Figure 1. Signal wires by layer.
Scale bar: 20 um. Two of the layers only.
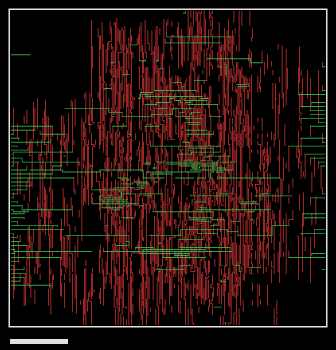
Figure 2. Cells colored by class.
Scale bar: 20 um. Fill, decap, tap and diode cells in gray.
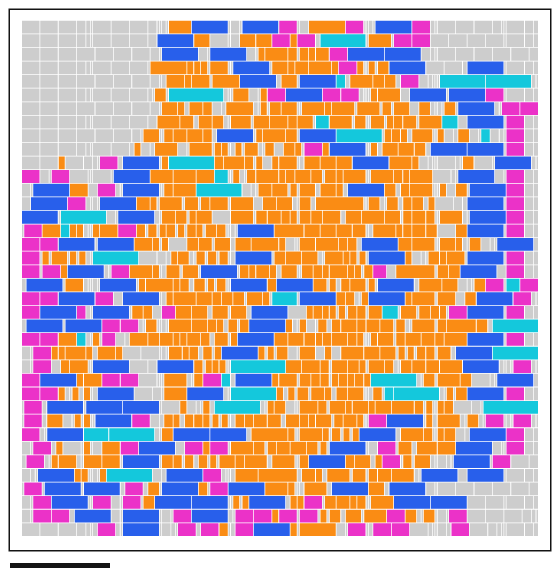
## src/rtl/draw_projectile_if.sv

```systemverilog
// vga_if: one hop of the VGA overlay chain.
//   hcount, vcount : pixel counters (11 bits)
//   hsync, vsync   : sync strobes
//   hblnk, vblnk   : blanking flags (pixel inactive while either is set)
//   rgb            : 12-bit colour {r[3:0], g[3:0], b[3:0]}
// Modport "in" is used by a stage consuming the stream, "out" by the stage producing it.
interface vga_if;
    logic [10:0] hcount;
    logic [10:0] vcount;
    logic        hsync;
    logic        vsync;
    logic        hblnk;
    logic        vblnk;
    logic [11:0] rgb;

    modport in  (input  hcount, vcount, hsync, vsync, hblnk, vblnk, rgb);
    modport out (output hcount, vcount, hsync, vsync, hblnk, vblnk, rgb);
endinterface

```

## src/rtl/draw_projectile.sv

```systemverilog
// draw_projectile: overlays a 32x32 thrown projectile onto the VGA stream and
// runs its flight physics once per frame (rising edge of vblnk).
// Ports:
//   clk60MHz   : pixel clock, everything on its rising edge
//   rst        : synchronous active-high reset
//   throw      : single-cycle launch request, honoured only while idle
//   power[3:0] : launch strength, sampled with throw
//   rgb_pixel  : sprite ROM data, one cycle after pixel_addr
//   pixel_addr : sprite ROM address {row[4:0], col[4:0]}
//   busy       : a throw is in progress
//   hit, land  : one-cycle outcome pulses, cycle after the deciding frame tick
//   in / out   : video stream; out is in delayed by 2 cycles with the sprite overlaid
module draw_projectile #(
    parameter int          START_X     = 100,
    parameter int          START_Y     = 500,
    parameter int          GROUND_Y    = 500,
    parameter int          V0_OFFSET   = 8,
    parameter int          GRAVITY     = 1,
    parameter int          CRATE_X     = 600,
    parameter int          CRATE_Y     = 436,
    parameter int          CRATE_SIZE  = 64,
    parameter logic [11:0] TRANSPARENT = 12'hF0F
) (
    input  logic        clk60MHz,
    input  logic        rst,
    input  logic        throw,
    input  logic [3:0]  power,
    input  logic [11:0] rgb_pixel,
    output logic [9:0]  pixel_addr,
    output logic        busy,
    output logic        hit,
    output logic        land,
    vga_if.in           in,
    vga_if.out          out
);
    localparam logic signed [11:0] START_X_S  = 12'(START_X);
    localparam logic signed [11:0] START_Y_S  = 12'(START_Y);
    localparam logic signed [11:0] GROUND_Y_S = 12'(GROUND_Y);
    localparam logic signed [11:0] CRATE_X_S  = 12'(CRATE_X);
    localparam logic signed [11:0] CRATE_R_S  = 12'(CRATE_X + CRATE_SIZE);
    localparam logic signed [11:0] CRATE_Y_S  = 12'(CRATE_Y);
    localparam logic signed [11:0] SPRITE_S   = 12'sd32;
    localparam logic signed [7:0]  GRAVITY_S  = 8'(GRAVITY);
    localparam logic [7:0]         V0_U       = 8'(V0_OFFSET);

    typedef enum logic [1:0] {IDLE, ARMED, FLIGHT, DONE} state_t;

    state_t             state, state_next;
    logic signed [11:0] pos_x, pos_x_next;
    logic signed [11:0] pos_y, pos_y_next;
    logic [4:0]         vx, vx_next;
    logic signed [7:0]  vy, vy_next;
    logic               hit_next, land_next;
    logic               vblnk_prev;
    logic               tick;
    logic signed [11:0] fx, fy;
    logic signed [7:0]  fvy;
    logic               visible;

    // Box [x, x+32) overlaps the crate horizontally and its bottom edge is below the crate top.
    function automatic logic hits_crate(input logic signed [11:0] x, input logic signed [11:0] y);
        return (x < CRATE_R_S) && ((x + SPRITE_S) > CRATE_X_S) && ((y + SPRITE_S) > CRATE_Y_S);
    endfunction

    // Counter c lies in [p, p+32); done in 13 bits so a negative p cannot wrap.
    function automatic logic in_span(input logic [10:0] c, input logic signed [11:0] p);
        logic signed [12:0] d;
        d = $signed({2'b00, c}) - $signed({p[11], p});
        return (d >= 13'sd0) && (d < 13'sd32);
    endfunction

    assign tick    = in.vblnk & ~vblnk_prev;
    assign busy    = (state != IDLE);
    assign visible = (state != IDLE);

    // Only the low 5 bits of the offsets matter, so 5-bit subtraction is exact.
    assign pixel_addr = {in.vcount[4:0] - pos_y[4:0], in.hcount[4:0] - pos_x[4:0]};

    // Candidate physics step for a FLIGHT tick.
    assign fx  = pos_x + $signed({7'b0, vx});
    assign fy  = pos_y + $signed({{4{vy[7]}}, vy});
    assign fvy = vy + GRAVITY_S;

    always_comb begin
        state_next = state;
        pos_x_next = pos_x;
        pos_y_next = pos_y;
        vx_next    = vx;
        vy_next    = vy;
        hit_next   = 1'b0;
        land_next  = 1'b0;
        case (state)
            IDLE: begin
                pos_x_next = START_X_S;
                pos_y_next = START_Y_S;
                if (throw) begin
                    vx_next    = {1'b0, power};
                    vy_next    = $signed(8'd0 - ({4'b0, power} + V0_U));
                    state_next = ARMED;
                end
            end
            ARMED: begin
                if (tick) state_next = FLIGHT;
            end
            FLIGHT: begin
                if (tick) begin
                    pos_x_next = fx;
                    pos_y_next = fy;
                    vy_next    = fvy;
                    // Hit is tested first so it wins over a simultaneous landing.
                    if (hits_crate(fx, fy)) begin
                        hit_next   = 1'b1;
                        state_next = DONE;
                    end else if ((vy > 8'sd0) && (fy >= GROUND_Y_S)) begin
                        pos_y_next = GROUND_Y_S;
                        land_next  = 1'b1;
                        state_next = DONE;
                    end
                end
            end
            DONE: begin
                if (tick) begin
                    pos_x_next = START_X_S;
                    pos_y_next = START_Y_S;
                    state_next = IDLE;
                end
            end
            default: state_next = IDLE;
        endcase
    end

    always_ff @(posedge clk60MHz) begin
        if (rst) begin
            state      <= IDLE;
            pos_x      <= START_X_S;
            pos_y      <= START_Y_S;
            vx         <= 5'd0;
            vy         <= 8'sd0;
            hit        <= 1'b0;
            land       <= 1'b0;
            vblnk_prev <= 1'b0;
        end else begin
            state      <= state_next;
            pos_x      <= pos_x_next;
            pos_y      <= pos_y_next;
            vx         <= vx_next;
            vy         <= vy_next;
            hit        <= hit_next;
            land       <= land_next;
            vblnk_prev <= in.vblnk;
        end
    end

    // ---- stage 1: register the upstream stream, aligned with rgb_pixel ----
    logic [10:0] hcount_p1, vcount_p1;
    logic        hsync_p1, vsync_p1, hblnk_p1, vblnk_p1;
    logic [11:0] rgb_p1;
    logic        sprite_on_p1;

    always_ff @(posedge clk60MHz) begin
        hcount_p1 <= in.hcount;
        vcount_p1 <= in.vcount;
        hsync_p1  <= in.hsync;
        vsync_p1  <= in.vsync;
        hblnk_p1  <= in.hblnk;
        vblnk_p1  <= in.vblnk;
        rgb_p1    <= in.rgb;
    end

    assign sprite_on_p1 = visible && !hblnk_p1 && !vblnk_p1
                       && in_span(hcount_p1, pos_x) && in_span(vcount_p1, pos_y)
                       && (rgb_pixel != TRANSPARENT);

    // ---- stage 2: overlay and drive the downstream stream ----
    always_ff @(posedge clk60MHz) begin
        if (rst) begin
            out.hcount <= 11'd0;
            out.vcount <= 11'd0;
            out.hsync  <= 1'b0;
            out.vsync  <= 1'b0;
            out.hblnk  <= 1'b0;
            out.vblnk  <= 1'b0;
            out.rgb    <= 12'd0;
        end else begin
            out.hcount <= hcount_p1;
            out.vcount <= vcount_p1;
            out.hsync  <= hsync_p1;
            out.vsync  <= vsync_p1;
            out.hblnk  <= hblnk_p1;
            out.vblnk  <= vblnk_p1;
            out.rgb    <= sprite_on_p1 ? rgb_pixel : rgb_p1;
        end
    end
endmodule

```

## src/flat_wrapper.sv

```systemverilog
// flat-port wrapper written by rule: the top's interface ports become plain ports
module draw_projectile_flat 
#(
    parameter int          START_X     = 100,
    parameter int          START_Y     = 500,
    parameter int          GROUND_Y    = 500,
    parameter int          V0_OFFSET   = 8,
    parameter int          GRAVITY     = 1,
    parameter int          CRATE_X     = 600,
    parameter int          CRATE_Y     = 436,
    parameter int          CRATE_SIZE  = 64,
    parameter logic [11:0] TRANSPARENT = 12'hF0F
)
  (clk60MHz, rst, throw, power, rgb_pixel, pixel_addr, busy, hit, land, in_hcount, in_vcount, in_hsync, in_vsync, in_hblnk, in_vblnk, in_rgb, out_hcount, out_vcount, out_hsync, out_vsync, out_hblnk, out_vblnk, out_rgb);
  vga_if in_i ();
  vga_if out_i ();
  input  logic clk60MHz;
  input  logic rst;
  input  logic throw;
  input  logic [3:0] power;
  input  logic [11:0] rgb_pixel;
  output logic [9:0] pixel_addr;
  output logic busy;
  output logic hit;
  output logic land;
  input wire logic [$bits(in_i.hcount)-1:0] in_hcount;
  input wire logic [$bits(in_i.vcount)-1:0] in_vcount;
  input wire logic [$bits(in_i.hsync)-1:0] in_hsync;
  input wire logic [$bits(in_i.vsync)-1:0] in_vsync;
  input wire logic [$bits(in_i.hblnk)-1:0] in_hblnk;
  input wire logic [$bits(in_i.vblnk)-1:0] in_vblnk;
  input wire logic [$bits(in_i.rgb)-1:0] in_rgb;
  output wire logic [$bits(out_i.hcount)-1:0] out_hcount;
  output wire logic [$bits(out_i.vcount)-1:0] out_vcount;
  output wire logic [$bits(out_i.hsync)-1:0] out_hsync;
  output wire logic [$bits(out_i.vsync)-1:0] out_vsync;
  output wire logic [$bits(out_i.hblnk)-1:0] out_hblnk;
  output wire logic [$bits(out_i.vblnk)-1:0] out_vblnk;
  output wire logic [$bits(out_i.rgb)-1:0] out_rgb;
  assign in_i.hcount = in_hcount;
  assign in_i.vcount = in_vcount;
  assign in_i.hsync = in_hsync;
  assign in_i.vsync = in_vsync;
  assign in_i.hblnk = in_hblnk;
  assign in_i.vblnk = in_vblnk;
  assign in_i.rgb = in_rgb;
  assign out_hcount = out_i.hcount;
  assign out_vcount = out_i.vcount;
  assign out_hsync = out_i.hsync;
  assign out_vsync = out_i.vsync;
  assign out_hblnk = out_i.hblnk;
  assign out_vblnk = out_i.vblnk;
  assign out_rgb = out_i.rgb;
  draw_projectile #(.START_X(START_X), .START_Y(START_Y), .GROUND_Y(GROUND_Y), .V0_OFFSET(V0_OFFSET), .GRAVITY(GRAVITY), .CRATE_X(CRATE_X), .CRATE_Y(CRATE_Y), .CRATE_SIZE(CRATE_SIZE), .TRANSPARENT(TRANSPARENT)) u_core (.clk60MHz(clk60MHz), .rst(rst), .throw(throw), .power(power), .rgb_pixel(rgb_pixel), .pixel_addr(pixel_addr), .busy(busy), .hit(hit), .land(land), .in(in_i), .out(out_i));
endmodule
```

## config.mk

```make
export PLATFORM = sky130hd
export DESIGN_NAME = draw_projectile_flat
export DESIGN_NICKNAME = d
export VERILOG_FILES = /design/src/rtl/draw_projectile_if.sv /design/src/rtl/draw_projectile.sv /design/src/flat_wrapper.sv
export SDC_FILE = /design/constraint.sdc
export NUM_CORES = 1
export LEC_CHECK = 0
export CAP_MARGIN = 20
export CORE_MARGIN = 2
export CORE_UTILIZATION = 58
export CTS_CLUSTER_DIAMETER = 30
export DETAILED_ROUTE_END_ITERATION = 8
export GPL_ROUTABILITY_DRIVEN = 0
export PLACE_DENSITY = 0.95
export SYNTH_ARGS = -nofsm -noshare
export SYNTH_HDL_FRONTEND = slang
export SYNTH_SLANG_ARGS = --single-unit
```

## constraint.sdc

```tcl
create_clock -name clk60MHz -period 5.3 [get_ports clk60MHz]
set_clock_uncertainty 0.1 [all_clocks]
set_input_delay 1.06 -clock clk60MHz [delete_from_list [all_inputs] [get_ports clk60MHz]]
set_output_delay 1.06 -clock clk60MHz [all_outputs]
set_load 0.03 [all_outputs]
```

==> flow_metrics.env <==
# flow metrics
export IMPL_outcome="complete, no violations"
export IMPL_cp_depth=9
export IMPL_avgSynthCellArea_um2=9.026
export IMPL_most_common_cell="dfxtp_1"
export IMPL_cts_buffers_inserted=17
export IMPL_rr_endpoint="u_core.pos_y[2]$_SDFFE_PP1P_"
export IMPL_cts_root_buf="clkbuf_8"
export IMPL_pwr_share_seq_pct=30.4
export IMPL_layout_drive_gt1_share_pct=7.248
export IMPL_cts_clk_slew_worst_paths_ns=0.05
export IMPL_post_route_util_pct=75.06
export IMPL_dp_hpwl_um=11490
export IMPL_antenna_found_initial=0
export IMPL_grt_max_degree=54
export IMPL_ir_drop_mv=0.3293
export IMPL_hold_viol=0
export IMPL_top_cells_by_count="dfxtp_1 (117), inv_1 (59), nand2_1 (56)"
export IMPL_dp_cells=922
export IMPL_yosysUniqueCellTypes=84
export IMPL_wl_per_cell_um=17.15
export IMPL_sw_frac_of_total_pct=36.00
export IMPL_logic_gates=496
export IMPL_grt_setup_unrepaired="no"
export IMPL_crit_fanout=2
export IMPL_synth_top_area_share_pct=37.23
export IMPL_drv_cap=0
export IMPL_tool_warnings=32
export IMPL_die_height_um=108.1
export IMPL_crit_path_cell_trace="clkdlybuf4s50_1 > inv_1 > ha_1 > fa_1 > inv_1 > a21o_1 > a21oi_1 > xnor2_1 > clkdlybuf4s50_1"
export IMPL_power_w=0.003331
export IMPL_clock_path_buffers=2
export IMPL_timing_fmax_mhz=219.7
export IMPL_power_frac_clock_pct=34.0
export IMPL_io_pins=108
export IMPL_h_tree_depth=4
export IMPL_place_area_mm2=0.007442
export IMPL_die_x_um=108.1
export IMPL_async_flop_share_pct=0
export IMPL_num_vias=5701
export IMPL_power_density_mw_per_mm2=414.7
export IMPL_layout_top_cell="dfxtp_1"
export IMPL_area_dominant_class="combinational gates"
export IMPL_setup_violations=0
export IMPL_combinationalPower_w=0.00119
export IMPL_mi_logic_area_mm2=0.003615
export IMPL_finalCritPeriodShare_pct=85.87
export IMPL_holdPathStages=2
export IMPL_min_delay_start="u_core.rgb_p1[1]$_DFF_P_"
export IMPL_worstPathRequired_ns=4.14
export IMPL_cts_tree="done"
export IMPL_vias_per_cell=5.976
export IMPL_whs_endpoint="u_core.out.rgb[1]$_SDFF_PP0_"
export IMPL_layout_min_cycle_time_ns=4.551
export IMPL_fillCellCount=712
export IMPL_drt_iter0_drc=433
export IMPL_endpoint="pixel_addr[4]"
export IMPL_grt_pass1_wl_um=26430
export IMPL_ant_nets=0
export IMPL_ff2ff_setup_slack_ns=0.85
export IMPL_worst_r2r_startpoint="u_core.pos_x[0]$_SDFFE_PP0P_"
export IMPL_power_share_combinational_pct=35.6
export IMPL_critPathMaxStageDelay_ns=0.68
export IMPL_rows=38
export IMPL_worstRegToRegCells=14
About Figure 1:
| color | layer | wire length |
|---|---|---|
| green | metal 3 | 1500 um |
| red | metal 2 | 8010 um |

About Figure 2:
| color | class | cells | share of their area |
|---|---|---|---|
| cyan | clock drivers and dummy loads | 32 | 7.5% |
| blue | sequential cells | 117 | 30% |
| magenta | remaining buffers and delay cells | 110 | 14% |
| orange | combinational and other logic | 555 | 49% |

-- routing by layer --
layer / vias up / GRT usage (%) / wire length [um]
met5: - / 0 / 0
met4: 0 / 13.37 / 509
met3: 65 / 9.403 / 1501
met2: 319 / 49.60 / 8013
met1: 2622 / 32.13 / 6336
li1: 2695 / - / -
-- kinds of logic (layout without fill, tap and decap cells) --
kind of cell,after synthesis,after routing,share of synthesized area (%)
flip-flops,117,117,37.23
XOR/XNOR,29,29,4.037
adder cells (fa/ha/maj),59,59,12.17
AND/OR/NAND/NOR,225,225,18.85
multiplexers,18,18,2.904
AND-OR/OR-AND,165,165,19.49
buffers and inverters,84,201,5.310
-- tightest hold or removal path, cell delays in order (launching register included) --
cell	delay, ns
dfxtp_1	0.29
nand2_1	0.04
mux2i_1	0.05
